### src/rtl/edge_detect_multi.sv
// Multi-channel edge detector: per-channel synchronizer, mode-selected edge
// qualification, retriggerable pulse stretcher, sticky status and masked irq.
module edge_detect_multi #(
    parameter int WIDTH       = 4,
    parameter int SYNC_STAGES = 2,
    parameter int PULSE_LEN   = 1
) (
    input  logic                 clk,
    input  logic                 rst_n,
    input  logic [WIDTH-1:0]     in_i,
    input  logic                 en_i,
    input  logic [2*WIDTH-1:0]   mode_i,
    input  logic [WIDTH-1:0]     clr_i,
    input  logic [WIDTH-1:0]     irq_mask_i,
    output logic [WIDTH-1:0]     out_o,
    output logic [WIDTH-1:0]     status_o,
    output logic                 irq_o
);

    localparam int CW = $clog2(PULSE_LEN + 1);
    localparam int AW = $clog2(SYNC_STAGES + 2);
    localparam logic [CW-1:0] LOAD_VAL = CW'(PULSE_LEN);
    localparam logic [AW-1:0] ARM_VAL  = AW'(SYNC_STAGES + 1);

    logic [WIDTH-1:0] sync_q [SYNC_STAGES];
    logic [WIDTH-1:0] d_q;
    logic [AW-1:0]    arm_cnt_q;
    logic             armed_s;
    logic [WIDTH-1:0] s_s;
    logic [WIDTH-1:0] rise_s;
    logic [WIDTH-1:0] fall_s;
    logic [WIDTH-1:0] edge_d;
    logic [WIDTH-1:0] edge_q;
    logic [CW-1:0]    cnt_q [WIDTH];
    logic [CW-1:0]    cnt_d [WIDTH];
    logic [WIDTH-1:0] out_d;
    logic [WIDTH-1:0] out_q;
    logic [WIDTH-1:0] status_d;
    logic [WIDTH-1:0] status_q;
    logic             irq_q;

    assign s_s     = sync_q[SYNC_STAGES-1];
    assign rise_s  = s_s & ~d_q;
    assign fall_s  = ~s_s & d_q;
    assign armed_s = (arm_cnt_q == ARM_VAL);

    // Synchronizer chain and one-cycle delayed copy; runs regardless of en/mode
    always_ff @(posedge clk or negedge rst_n) begin
        if (!rst_n) begin
            for (int k = 0; k < SYNC_STAGES; k++) begin
                sync_q[k] <= '0;
            end
            d_q <= '0;
        end else begin
            sync_q[0] <= in_i;
            for (int k = 1; k < SYNC_STAGES; k++) begin
                sync_q[k] <= sync_q[k-1];
            end
            d_q <= s_s;
        end
    end

    // Arming counter: blocks edges until the sync chain holds real samples
    always_ff @(posedge clk or negedge rst_n) begin
        if (!rst_n) begin
            arm_cnt_q <= '0;
        end else if (arm_cnt_q != ARM_VAL) begin
            arm_cnt_q <= arm_cnt_q + AW'(1);
        end else begin
            arm_cnt_q <= arm_cnt_q;
        end
    end

    // Edge qualification by per-channel mode, global enable and armed flag
    always_comb begin
        edge_d = '0;
        for (int i = 0; i < WIDTH; i++) begin
            case (mode_i[2*i +: 2])
                2'b01:   edge_d[i] = rise_s[i];
                2'b10:   edge_d[i] = fall_s[i];
                2'b11:   edge_d[i] = rise_s[i] | fall_s[i];
                default: edge_d[i] = 1'b0;
            endcase
            edge_d[i] = edge_d[i] & en_i & armed_s;
        end
    end

    // Stretch counters reload on every qualified edge, so retriggers extend without a gap
    always_comb begin
        out_d = '0;
        for (int i = 0; i < WIDTH; i++) begin
            if (edge_q[i]) begin
                cnt_d[i] = LOAD_VAL;
            end else if (cnt_q[i] != '0) begin
                cnt_d[i] = cnt_q[i] - CW'(1);
            end else begin
                cnt_d[i] = '0;
            end
            out_d[i] = (cnt_d[i] != '0);
        end
        status_d = (status_q & ~clr_i) | edge_q;
    end

    // Edge register, stretch counters, sticky status and registered outputs
    always_ff @(posedge clk or negedge rst_n) begin
        if (!rst_n) begin
            edge_q   <= '0;
            out_q    <= '0;
            status_q <= '0;
            irq_q    <= 1'b0;
            for (int i = 0; i < WIDTH; i++) begin
                cnt_q[i] <= '0;
            end
        end else begin
            edge_q   <= edge_d;
            out_q    <= out_d;
            status_q <= status_d;
            irq_q    <= |(status_q & irq_mask_i);
            for (int i = 0; i < WIDTH; i++) begin
                cnt_q[i] <= cnt_d[i];
            end
        end
    end

    assign out_o    = out_q;
    assign status_o = status_q;
    assign irq_o    = irq_q;

endmodule

### config.mk
export PLATFORM = sky130hd
export DESIGN_NAME = edge_detect_multi
export DESIGN_NICKNAME = d
export VERILOG_FILES = /design/src/rtl/edge_detect_multi.sv
export SDC_FILE = /design/constraint.sdc
export NUM_CORES = 1
export LEC_CHECK = 0
export CORE_MARGIN = 10
export CORE_UTILIZATION = 44
export CTS_CLUSTER_SIZE = 25
export DETAILED_ROUTE_END_ITERATION = 6
export PLACE_DENSITY = 0.74
export SETUP_SLACK_MARGIN = 0.3
export SLEW_MARGIN = 20
export SYNTH_ARGS = -nofsm -noshare
export SYNTH_HDL_FRONTEND = slang
export SYNTH_SLANG_ARGS = --single-unit
### constraint.sdc
create_clock -name clk -period 1.4 [get_ports clk]
set_input_delay 0.28 -clock clk [delete_from_list [all_inputs] [get_ports clk]]
set_output_delay 0.28 -clock clk [all_outputs]
set_load 0.01 [all_outputs]
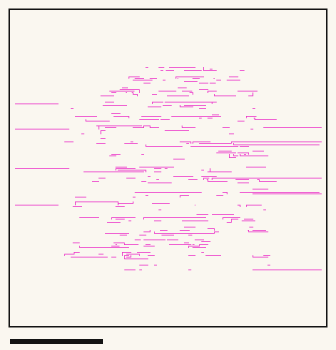
Figure 1: the metal 1 layer.
The bar under the picture is 20 um long.
wire length on this layer	768 um
longest straight run	23.5 um
GR Util met1: 10.1%
DR vias: 672

==> results.sh <==
# yosys + openroad results
export IMPL_reg2regPathDepth=3
export IMPL_crit_path_end="edge_q[0]"
export IMPL_power_frac_comb_pct=17.9
export IMPL_antenna_found_initial=0
export IMPL_arrival_ps=1410
export IMPL_final_cell_mix="27 x dfrtp_1, 22 x clkdlybuf4s50_1, 12 x inv_1, 9 x buf_4, 8 x ha_1"
export IMPL_gp_congestion=0.744
export IMPL_status="completed"
export IMPL_ir_worst_vdd_mv=0.583
export IMPL_cp_max_fo=2
export IMPL_clkCellAreaFrac_pct=1.82
export IMPL_clockBufferDepth=2
export IMPL_fin_skew_ps=2.98
export IMPL_pg_comb_w=0.000254
export IMPL_largest_area_cell="dfrtp_1"
export IMPL_yosys_mux_area_fraction_pct=1.11
export IMPL_p_leak_nw=0.760
export IMPL_worstPathCellList="ha_1 > nand2b_4 > a311oi_2"
export IMPL_grt_pass1_wl_um=3080
export IMPL_postSynthCellCount=74
export IMPL_power_switching_w=0.000325
export IMPL_critPathBufInv=0
export IMPL_met3WireLength_um=203
export IMPL_drive_gt1_share_pct=28.6
export IMPL_top_usage_layer="met2"
export IMPL_drcViolationCount=0
export IMPL_max_stage_delay_ps=410
export IMPL_buffers=41
export IMPL_path_depth=3
export IMPL_post_cts_resize_count=41
export IMPL_dominant_cells="registers"
export IMPL_rows=17
export IMPL_ff2ff_setup_slack_ps=230
export IMPL_ys_area_um2=1010
export IMPL_ios=32
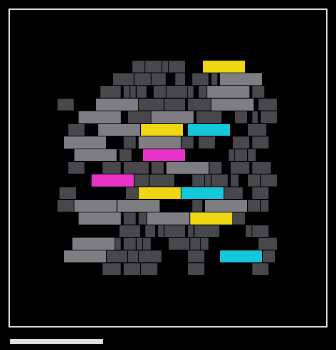
Figure 2: sequential cells colored by netlist name.
The bar under the picture is 20 um long. Other sequential cells in the stronger gray, the rest of the logic in the fainter gray.
color	netlist name	sequential cells
magenta	arm_cnt_q	2
cyan	out_o	3
yellow	edge_q	4
not colored	18
sequential portion of the cell area: 44.7%
flip-flop and latch power: 0.000854 W
register area: 676 um2
Final Core Density: 69.0%

Power and IR drop assume default switching activity.
